$ cat src/rtl/lsu_pkg.sv
// rtl/lsu_pkg.sv - shared state encoding and default geometry for the load/store unit
package lsu_pkg;
  localparam int LSU_ADDR_W    = 8;
  localparam int LSU_DATA_W    = 8;
  localparam int LSU_MEM_DEPTH = 36;

  typedef enum logic [2:0] {
    IDLE,
    SETUP,
    ACCESS,
    HOLD,
    DONE
  } lsu_state_t;
endpackage

$ cat src/rtl/lsu_addr_gen.sv
// rtl/lsu_addr_gen.sv - effective address adder and range compare (LSU_BOUNDS_CHECK_EN enables the compare)
module lsu_addr_gen
  import lsu_pkg::*;
#(
  parameter int ADDR_W    = LSU_ADDR_W,
  parameter int MEM_DEPTH = LSU_MEM_DEPTH
) (
  input  logic [ADDR_W-1:0] base,
  input  logic [ADDR_W-1:0] offset,
  output logic [ADDR_W-1:0] ea,
  output logic              out_of_range
);
  // Two's-complement offset makes a plain modular add correct for negative offsets.
  assign ea = base + offset;

`ifdef LSU_BOUNDS_CHECK_EN
  assign out_of_range = ({{(32-ADDR_W){1'b0}}, ea} >= 32'(MEM_DEPTH));
`else
  assign out_of_range = 1'b0;
`endif
endmodule

$ cat src/rtl/load_store_unit.sv
// rtl/load_store_unit.sv - data-memory initiator sequencing Rm/Wm around a held address
// Optional range checking is enabled by defining LSU_BOUNDS_CHECK_EN.
module load_store_unit
  import lsu_pkg::*;
#(
  parameter int ADDR_W    = LSU_ADDR_W,
  parameter int DATA_W    = LSU_DATA_W,
  parameter int MEM_DEPTH = LSU_MEM_DEPTH
) (
  input  logic              clk,
  input  logic              rst,
  input  logic              start,
  input  logic              is_store,
  input  logic [ADDR_W-1:0] base,
  input  logic [ADDR_W-1:0] offset,
  input  logic [DATA_W-1:0] wr_data,
  output logic              busy,
  output logic              done,
  output logic [DATA_W-1:0] rd_data,
  output logic              fault,
  output logic              Rm,
  output logic              Wm,
  output logic [ADDR_W-1:0] address,
  output logic [DATA_W-1:0] RegVal,
  input  logic [DATA_W-1:0] Data_out
);
  lsu_state_t        state_q, state_d;
  logic [ADDR_W-1:0] ea;
  logic              oor;
  logic              is_store_q;
  logic              oor_q;
  logic              accept;

  lsu_addr_gen #(
    .ADDR_W   (ADDR_W),
    .MEM_DEPTH(MEM_DEPTH)
  ) u_addr_gen (
    .base        (base),
    .offset      (offset),
    .ea          (ea),
    .out_of_range(oor)
  );

  assign accept = (state_q == IDLE) && start;

  always_comb begin
    state_d = state_q;
    case (state_q)
      IDLE:    if (start) state_d = SETUP;
      SETUP:   state_d = oor_q ? DONE : ACCESS;
      ACCESS:  state_d = HOLD;
      HOLD:    state_d = DONE;
      DONE:    state_d = IDLE;
      default: state_d = IDLE;
    endcase
  end

  always_ff @(posedge clk or posedge rst) begin
    if (rst) state_q <= IDLE;
    else     state_q <= state_d;
  end

  // Outputs are decoded from the next state so every pin is a flop aligned with its state.
  always_ff @(posedge clk or posedge rst) begin
    if (rst) begin
      busy       <= 1'b0;
      done       <= 1'b0;
      fault      <= 1'b0;
      Rm         <= 1'b0;
      Wm         <= 1'b0;
      address    <= '0;
      RegVal     <= '0;
      rd_data    <= '0;
      is_store_q <= 1'b0;
      oor_q      <= 1'b0;
    end else begin
      busy  <= (state_d != IDLE);
      done  <= (state_d == DONE);
      fault <= (state_d == DONE) && oor_q;
      Rm    <= (state_d == ACCESS) && !is_store_q;
      Wm    <= (state_d == ACCESS) && is_store_q;
      if (accept) begin
        address    <= ea;
        RegVal     <= wr_data;
        is_store_q <= is_store;
        oor_q      <= oor;
      end
      if ((state_q == ACCESS) && !is_store_q) rd_data <= Data_out;
    end
  end
endmodule

$ cat config.mk
export PLATFORM = sky130hd
export DESIGN_NAME = load_store_unit
export DESIGN_NICKNAME = d
export VERILOG_FILES = /design/src/rtl/lsu_pkg.sv /design/src/rtl/lsu_addr_gen.sv /design/src/rtl/load_store_unit.sv
export SDC_FILE = /design/constraint.sdc
export NUM_CORES = 1
export LEC_CHECK = 0
export CELL_PAD_IN_SITES_DETAIL_PLACEMENT = 1
export CELL_PAD_IN_SITES_GLOBAL_PLACEMENT = 2
export CORE_MARGIN = 2
export CORE_UTILIZATION = 28
export CTS_BUF_LIST = sky130_fd_sc_hd__clkbuf_2 sky130_fd_sc_hd__clkbuf_4 sky130_fd_sc_hd__clkbuf_8
export DETAILED_ROUTE_END_ITERATION = 7
export GPL_ROUTABILITY_DRIVEN = 0
export MAX_ROUTING_LAYER = met4
export PLACE_DENSITY = 0.94
export SKIP_CTS_REPAIR_TIMING = 1
export SLEW_MARGIN = 25
export SYNTH_ARGS = -nofsm -noshare
export SYNTH_HDL_FRONTEND = slang
export SYNTH_SLANG_ARGS = --single-unit
$ cat constraint.sdc
create_clock -name clk -period 5 [get_ports clk]
set_clock_uncertainty 0.05 [all_clocks]
set_input_delay 0.75 -clock clk [delete_from_list [all_inputs] [get_ports clk]]
set_output_delay 0.75 -clock clk [all_outputs]
set_load 0.05 [all_outputs]
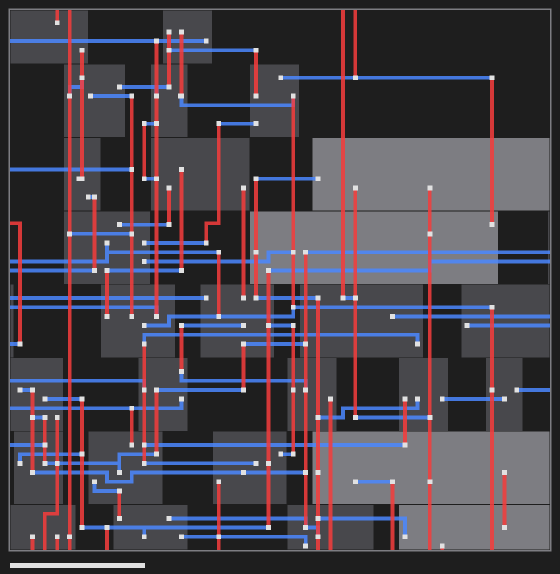
Run 1: layout detail
Scale bar: 5 um. Region (50, 50) to (70, 70) um. Cells in grey, sequential cells in the stronger grey; small squares are vias.
Key: red = metal 2; blue = metal 1
Netlist names of flops here include `address` (4). Most frequent: o21ai_0 (4), dfrtp_1 (4), a211oi_1 (3). Sequential cells in the window: 4. 27 logic cells have their middle in the window.

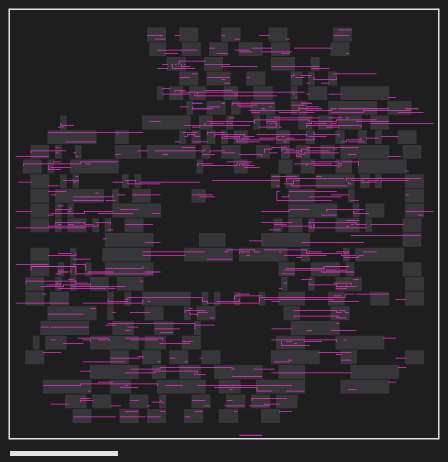
Run 1: signal wires on met1
Scale bar: 20 um. Cells faint in the background.
The longest straight run is 23.0 um. The layer holds 44% of the routed length. 216 nets have wire on it. The layer carries 1710 um of wire. The wires run mostly horizontal.

==> flow_metrics.env, run 1 <==
# yosys + openroad results
export IMPL_run_status="finished, final reports clean"
export IMPL_power_density_nw_per_um2=667
export IMPL_nNonClkInverters=2
export IMPL_grt_pass1_vias=1417
export IMPL_postSynthRegisterBits=32
export IMPL_wl_met1_um=1710
export IMPL_fp_row_count=27
export IMPL_ctsRootBufferMaster="sky130_fd_sc_hd__clkbuf_8"
export IMPL_initialDrtViolationCount=54
export IMPL_hold_path_class="reg -> reg"
export IMPL_worst_r2r_endpoint="rd_data[1]"
export IMPL_initCoreUtil_pct=28.9
export IMPL_grt_pass1_wl_um=6580
export IMPL_worstPathMaxFanout=3
export IMPL_crit_reg2reg_launch="state_q[0]"
export IMPL_clock_pin_slew_reported_for_the_worst_setup_and_hold_paths_after_clock_tree_synthesis_ps=70
export IMPL_dp_hpwl_um=2960
export IMPL_post_place_ws_ps=2220
export IMPL_io_pin_count=65
export IMPL_timing_critical_path_to_type="flop"
export IMPL_tapCellCount=72
export IMPL_finalMaxSlewViolations=0
export IMPL_synth_async_sr_flop_share_pct=100
export IMPL_critPathMaxStageDelay_ps=430
export IMPL_num_nets_final=259
export IMPL_setup_repair_after_global_routing_missed_its_margin="false"
export IMPL_wl_met3_um=214
export IMPL_place_port_buffers=63
export IMPL_fp_dieW_um=79.3
export IMPL_biggestCellCategory="flip-flops and latches"
export IMPL_r2r_slack_ps=3050
export IMPL_internal_power_mw=0.832
export IMPL_synth_seq_share_pct=50.4
export IMPL_post_synth_instance_area_sq_um=1590
export IMPL_area_growth_syn_to_layout_pct=48.7
export IMPL_yosysCellCount=151
export IMPL_comb_cell_share_pct=30.5
export IMPL_report_final_hold_viol_count=0
export IMPL_ant_nets=0
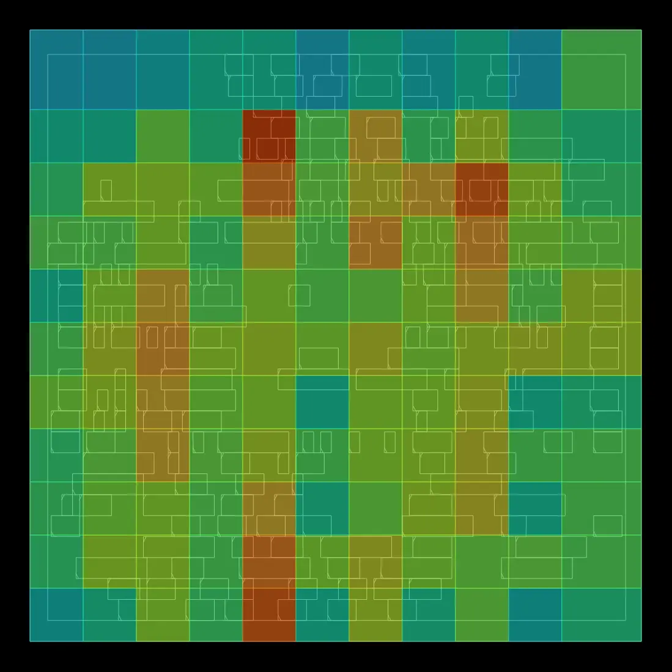
Run 1: routing congestion map
fraction of met2 tracks used by global routing: 21.6%
most used routing layer in global routing: met2
met3 track demand over resource in global routing: 4.20%
met1 Track Usage GR: 17.0%

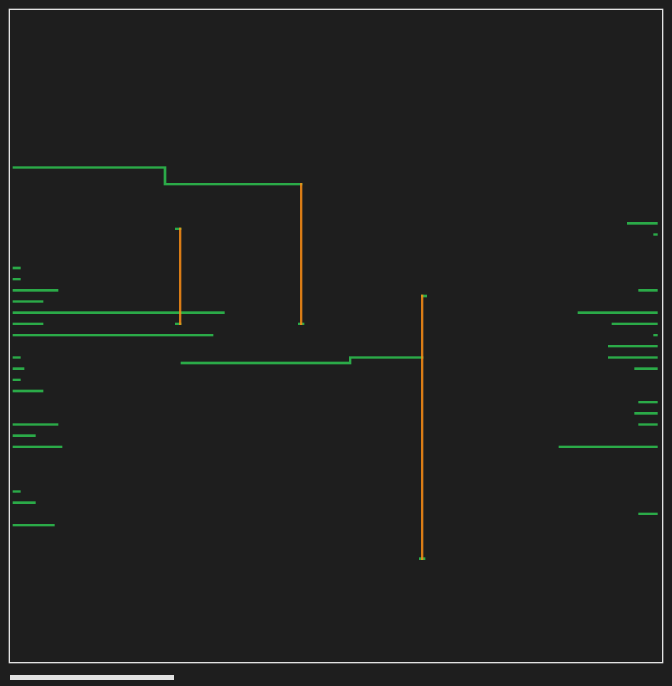
Run 1: wiring by layer
Scale bar: 20 um. Only two layers are drawn.
Key: orange = metal 4 [wire length 60.5 um]; green = metal 3 [wire length 214 um]
overall routed net length: 3870 um
DR WL/cell: 13.4 um

run 1: cells in the final DEF, fill, tap and decap left out:
| cell | Yosys | layout |
|---|---|---|
| sky130_fd_sc_hd__mux2_2 | 8 | 8 |
| sky130_fd_sc_hd__nor4b_2 | 1 | 2 |
| sky130_fd_sc_hd__o21ai_0 | 7 | 7 |
| sky130_fd_sc_hd__clkbuf_8 | 0 | 6 |
| sky130_fd_sc_hd__o31ai_1 | 1 | 1 |
| sky130_fd_sc_hd__buf_4 | 2 | 2 |
| sky130_fd_sc_hd__nand2b_1 | 1 | 1 |
| sky130_fd_sc_hd__nor3b_1 | 5 | 5 |
| sky130_fd_sc_hd__a211o_1 | 1 | 1 |
| sky130_fd_sc_hd__ha_1 | 7 | 7 |
| sky130_fd_sc_hd__nor3_1 | 3 | 3 |
| sky130_fd_sc_hd__clkbuf_4 | 0 | 2 |
| sky130_fd_sc_hd__a222oi_1 | 1 | 1 |
| sky130_fd_sc_hd__nor2_1 | 6 | 6 |
| sky130_fd_sc_hd__nand2_1 | 40 | 40 |
| sky130_fd_sc_hd__mux2i_1 | 2 | 2 |
| sky130_fd_sc_hd__nand3_1 | 2 | 2 |
| sky130_fd_sc_hd__conb_1 | 1 | 1 |
| sky130_fd_sc_hd__clkdlybuf4s50_1 | 0 | 63 |
| sky130_fd_sc_hd__o311ai_0 | 1 | 1 |
| sky130_fd_sc_hd__and3b_1 | 2 | 2 |
| sky130_fd_sc_hd__xnor2_1 | 2 | 2 |
| sky130_fd_sc_hd__xor2_1 | 1 | 1 |
| sky130_fd_sc_hd__nor4b_1 | 2 | 1 |
| sky130_fd_sc_hd__dfrtp_1 | 32 | 32 |
| sky130_fd_sc_hd__nor4bb_1 | 1 | 1 |
| sky130_fd_sc_hd__o21bai_1 | 3 | 3 |
| sky130_fd_sc_hd__a21oi_1 | 3 | 3 |
| sky130_fd_sc_hd__or4b_4 | 1 | 1 |
| sky130_fd_sc_hd__a21o_1 | 2 | 2 |
| sky130_fd_sc_hd__a211oi_1 | 4 | 4 |
| sky130_fd_sc_hd__fa_1 | 1 | 1 |
| sky130_fd_sc_hd__inv_1 | 2 | 2 |
run 1: state kept, by name (all words and copies together), names as in the netlist:
| name | count |
|---|---|
| RegVal | 8 |
| address | 8 |
| rd_data | 8 |
| state_q | 3 |
| Rm | 1 |
| Wm | 1 |
| busy | 1 |
| done | 1 |
| is_store_q | 1 |
run 1: power groups by stage:
stage	Clock (mW)	Combinational (mW)	Sequential, mW
final	0.214	0.891	0.472
after global routing	0.232	0.951	0.492
after global placement	0	0.888	0.470
after detailed placement	0	0.902	0.479
after floorplan	0	0.271	0.819
after CTS	0.221	0.904	0.476
run 1: through the flow:
stage | cells | cell area, sq um | util (%) | power, mW | hold slack [ps]
6_report | 288 | 2360 | 42.9 | 1.58 | 434
5_1_grt | 288 | 2360 | 42.9 | 1.68 | 468
4_1_cts | 288 | 2360 | 42.9 | 1.60 | 435
3_5_place_dp | 280 | 2270 | 41.1 | 1.38 | 419
3_3_place_gp | 280 | 2270 | 41.1 | 1.36 | 407
2_1_floorplan | 151 | 1590 | - | 1.09 | 415
==> run 2, diff against run 1 <==
CORE_UTILIZATION = 24   (was 28)
PLACE_DENSITY = 0.86   (was 0.94)
clock period = 2 ns   (was 5 ns; I/O delays follow)
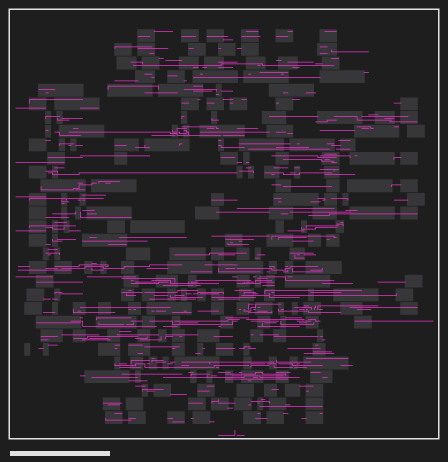
Run 2: signal wires on met1
Scale bar: 20 um. Cells faint in the background.
245 nets have wire on it. The layer holds 45% of the routed length. The wires run mostly horizontal.

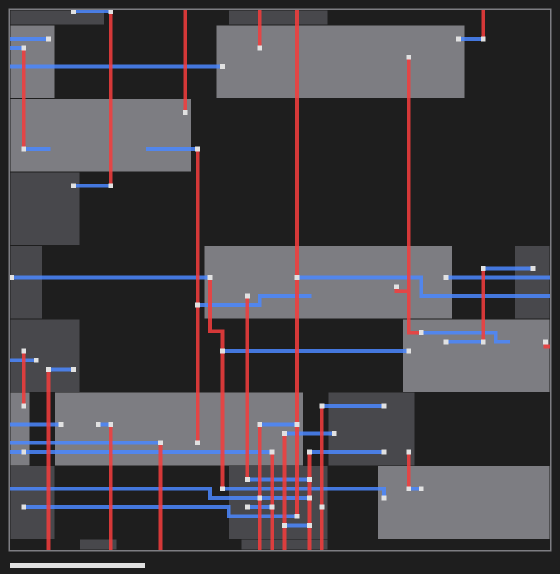
Run 2: layout detail
Scale bar: 5 um. Region (54, 54) to (74, 74) um. Cells in grey, sequential cells in the stronger grey; small squares are vias.
Key: red = metal 2; blue = metal 1
Sequential cells in the window: 6. Most frequent: dfrtp_1 (6). 10 logic cells have their middle in the window. Netlist names of flops here include `rd_data` (3).

==> flow_metrics.env, run 2 <==
# yosys + openroad results
export IMPL_run_status="finished, final reports clean"
export IMPL_fp_row_count=29
export IMPL_groute_layer_met3_usage_pct=2.92
export IMPL_power_density_nw_per_um2=1650
export IMPL_worstPathMaxFanout=2
export IMPL_post_layout_inst_area_sq_um=2560
export IMPL_area_growth_syn_to_layout_pct=61.0
export IMPL_yosysCellCount=151
export IMPL_gr_usage_met1_pct=16.5
export IMPL_layoutNonFillerInstCount=312
export IMPL_dp_hpwl_um=3330
export IMPL_postLayoutCoreUtil_pct=40.1
export IMPL_most_common_layout_cells="sky130_fd_sc_hd__clkdlybuf4s50_1 (63), sky130_fd_sc_hd__nand2_1 (40), sky130_fd_sc_hd__dfrtp_1 (32), sky130_fd_sc_hd__buf_4 (19), sky130_fd_sc_hd__mux2_2 (8)"
export IMPL_postRouteWirelength_um=4340
export IMPL_most_used_routing_layer_in_global_routing="met2"
export IMPL_detail_route_wl_per_cell_um=13.9
export IMPL_clock_pin_slew_reported_for_the_worst_setup_and_hold_paths_after_clock_tree_synthesis_ps=70
export IMPL_biggest_registers_after_layout="RegVal: 8 flops, address: 8 flops, rd_data: 8 flops"
export IMPL_report_final_hold_viol_count=0
export IMPL_finalMaxSlewViolations=0
export IMPL_setup_repair_after_global_routing_missed_its_margin="false"
export IMPL_place_port_buffers=63
export IMPL_use_met2_pct=20.7
export IMPL_postSynthRegisterBits=32
export IMPL_timing_critical_path_to_type="flop"
export IMPL_finalHoldWorstSlack_ps=367
export IMPL_grt_pass1_vias=1496
export IMPL_initCoreUtil_pct=24.9
export IMPL_hold_path_class="in -> async"
export IMPL_core_area_sq_um=6390
export IMPL_placed_area_sq_um=2440
export IMPL_fp_dieW_um=85.4
export IMPL_ctsRootBufferMaster="sky130_fd_sc_hd__clkbuf_8"
export IMPL_synth_async_sr_flop_share_pct=100
export IMPL_synth_top_cell_by_count="sky130_fd_sc_hd__nand2_1"
export IMPL_dp_cells=304
export IMPL_initialDrtViolationCount=35
export IMPL_post_place_ws_ps=-323
export IMPL_synth_seq_share_pct=50.4
export IMPL_num_nets_final=278
export IMPL_post_synth_instance_area_sq_um=1590
export IMPL_worst_setup_path_type="in -> reg"
export IMPL_ant_nets=0
export IMPL_grt_pass1_wl_um=7250
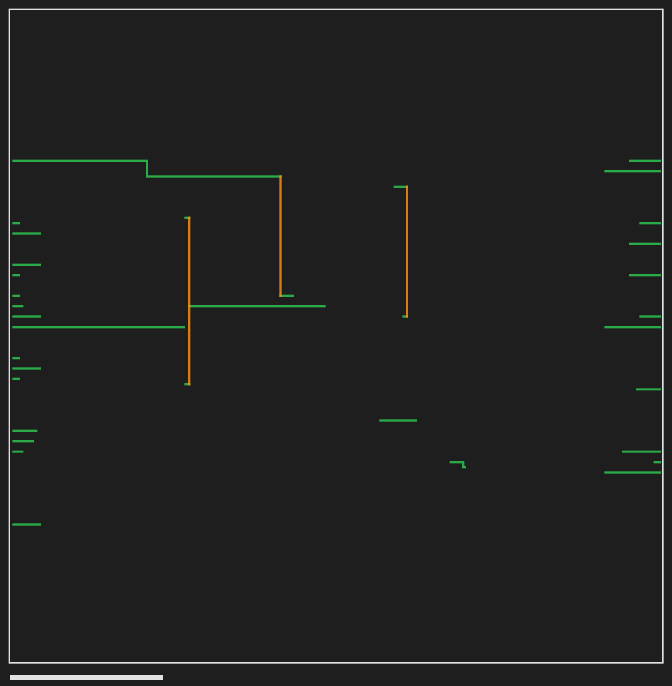
Run 2: wiring by layer
Scale bar: 20 um. Only two layers are drawn.
Key: green = metal 3 [wire length 163 um]; orange = metal 4 [wire length 54.4 um]

==> run 2: final timing paths <==
kind	start	cells after the start	endpoint	slack, ps
max	offset[0]	7	address[6]	80
min	rst	3	address[5]	370
max reg2reg	state_q[0]	5	address[5]	330
min reg2reg	RegVal[0]	2	RegVal[0]	430
max in group asynchronous	rst	3	done	1230
min in group clk	RegVal[0]	2	RegVal[0]	430
==> run 2: worst max-delay path: stages <==
cell,delay (ps)
sky130_fd_sc_hd__clkdlybuf4s50_1,410
sky130_fd_sc_hd__ha_1,230
sky130_fd_sc_hd__fa_2,370
sky130_fd_sc_hd__a211oi_2,230
sky130_fd_sc_hd__o21bai_1,130
sky130_fd_sc_hd__mux2i_1,170
sky130_fd_sc_hd__o311ai_0,160
==> run 2: cells by family (layout without fill, tap and decap cells) <==
kind of cell / after synthesis / in the layout / share of synthesized area, %
AOI/OAI and AO/OA: 23 / 23 / 9.61
xor gates and xnor gates: 3 / 3 / 1.65
adders and majority gates: 8 / 8 / 6.77
buffers and inverters: 10 / 94 / 4.57
DFF: 32 / 32 / 50.4
muxes: 10 / 10 / 6.93
other: 1 / 1 / 0.236
and+or+nand+nor: 64 / 64 / 19.8
==> run 2: layout make-up <==
class                      count  share of cell area, %
clock buffer                   6                   2.98
clock inverter                 2                   1.37
inverter                       2                  0.293
multi-input combinational    109                   28.5
sequential                    32                   31.3
tap                           77                   3.77
timing repair buffer          84                   31.8
==> run 2: metal layers <==
| layer | vias up | wire length [um] | part of all wire, % |
|---|---|---|---|
| met1 | 682 | 1980 | 45 |
| met4 | 0 | 54 | 1.2 |
| met2 | 36 | 2150 | 50 |
| met3 | 7 | 163 | 3.8 |
| li1 | 686 | - | - |
| met5 | - | 0 | 0 |
==> run 2: power by group <==
part,internal [mW],total (mW),switching [mW]
combinational,0.957,2.48,1.52
clock,0.383,0.624,0.240
sequential,0.959,1.12,0.163
No activity file was given, so power comes from the tool's default toggle rates.
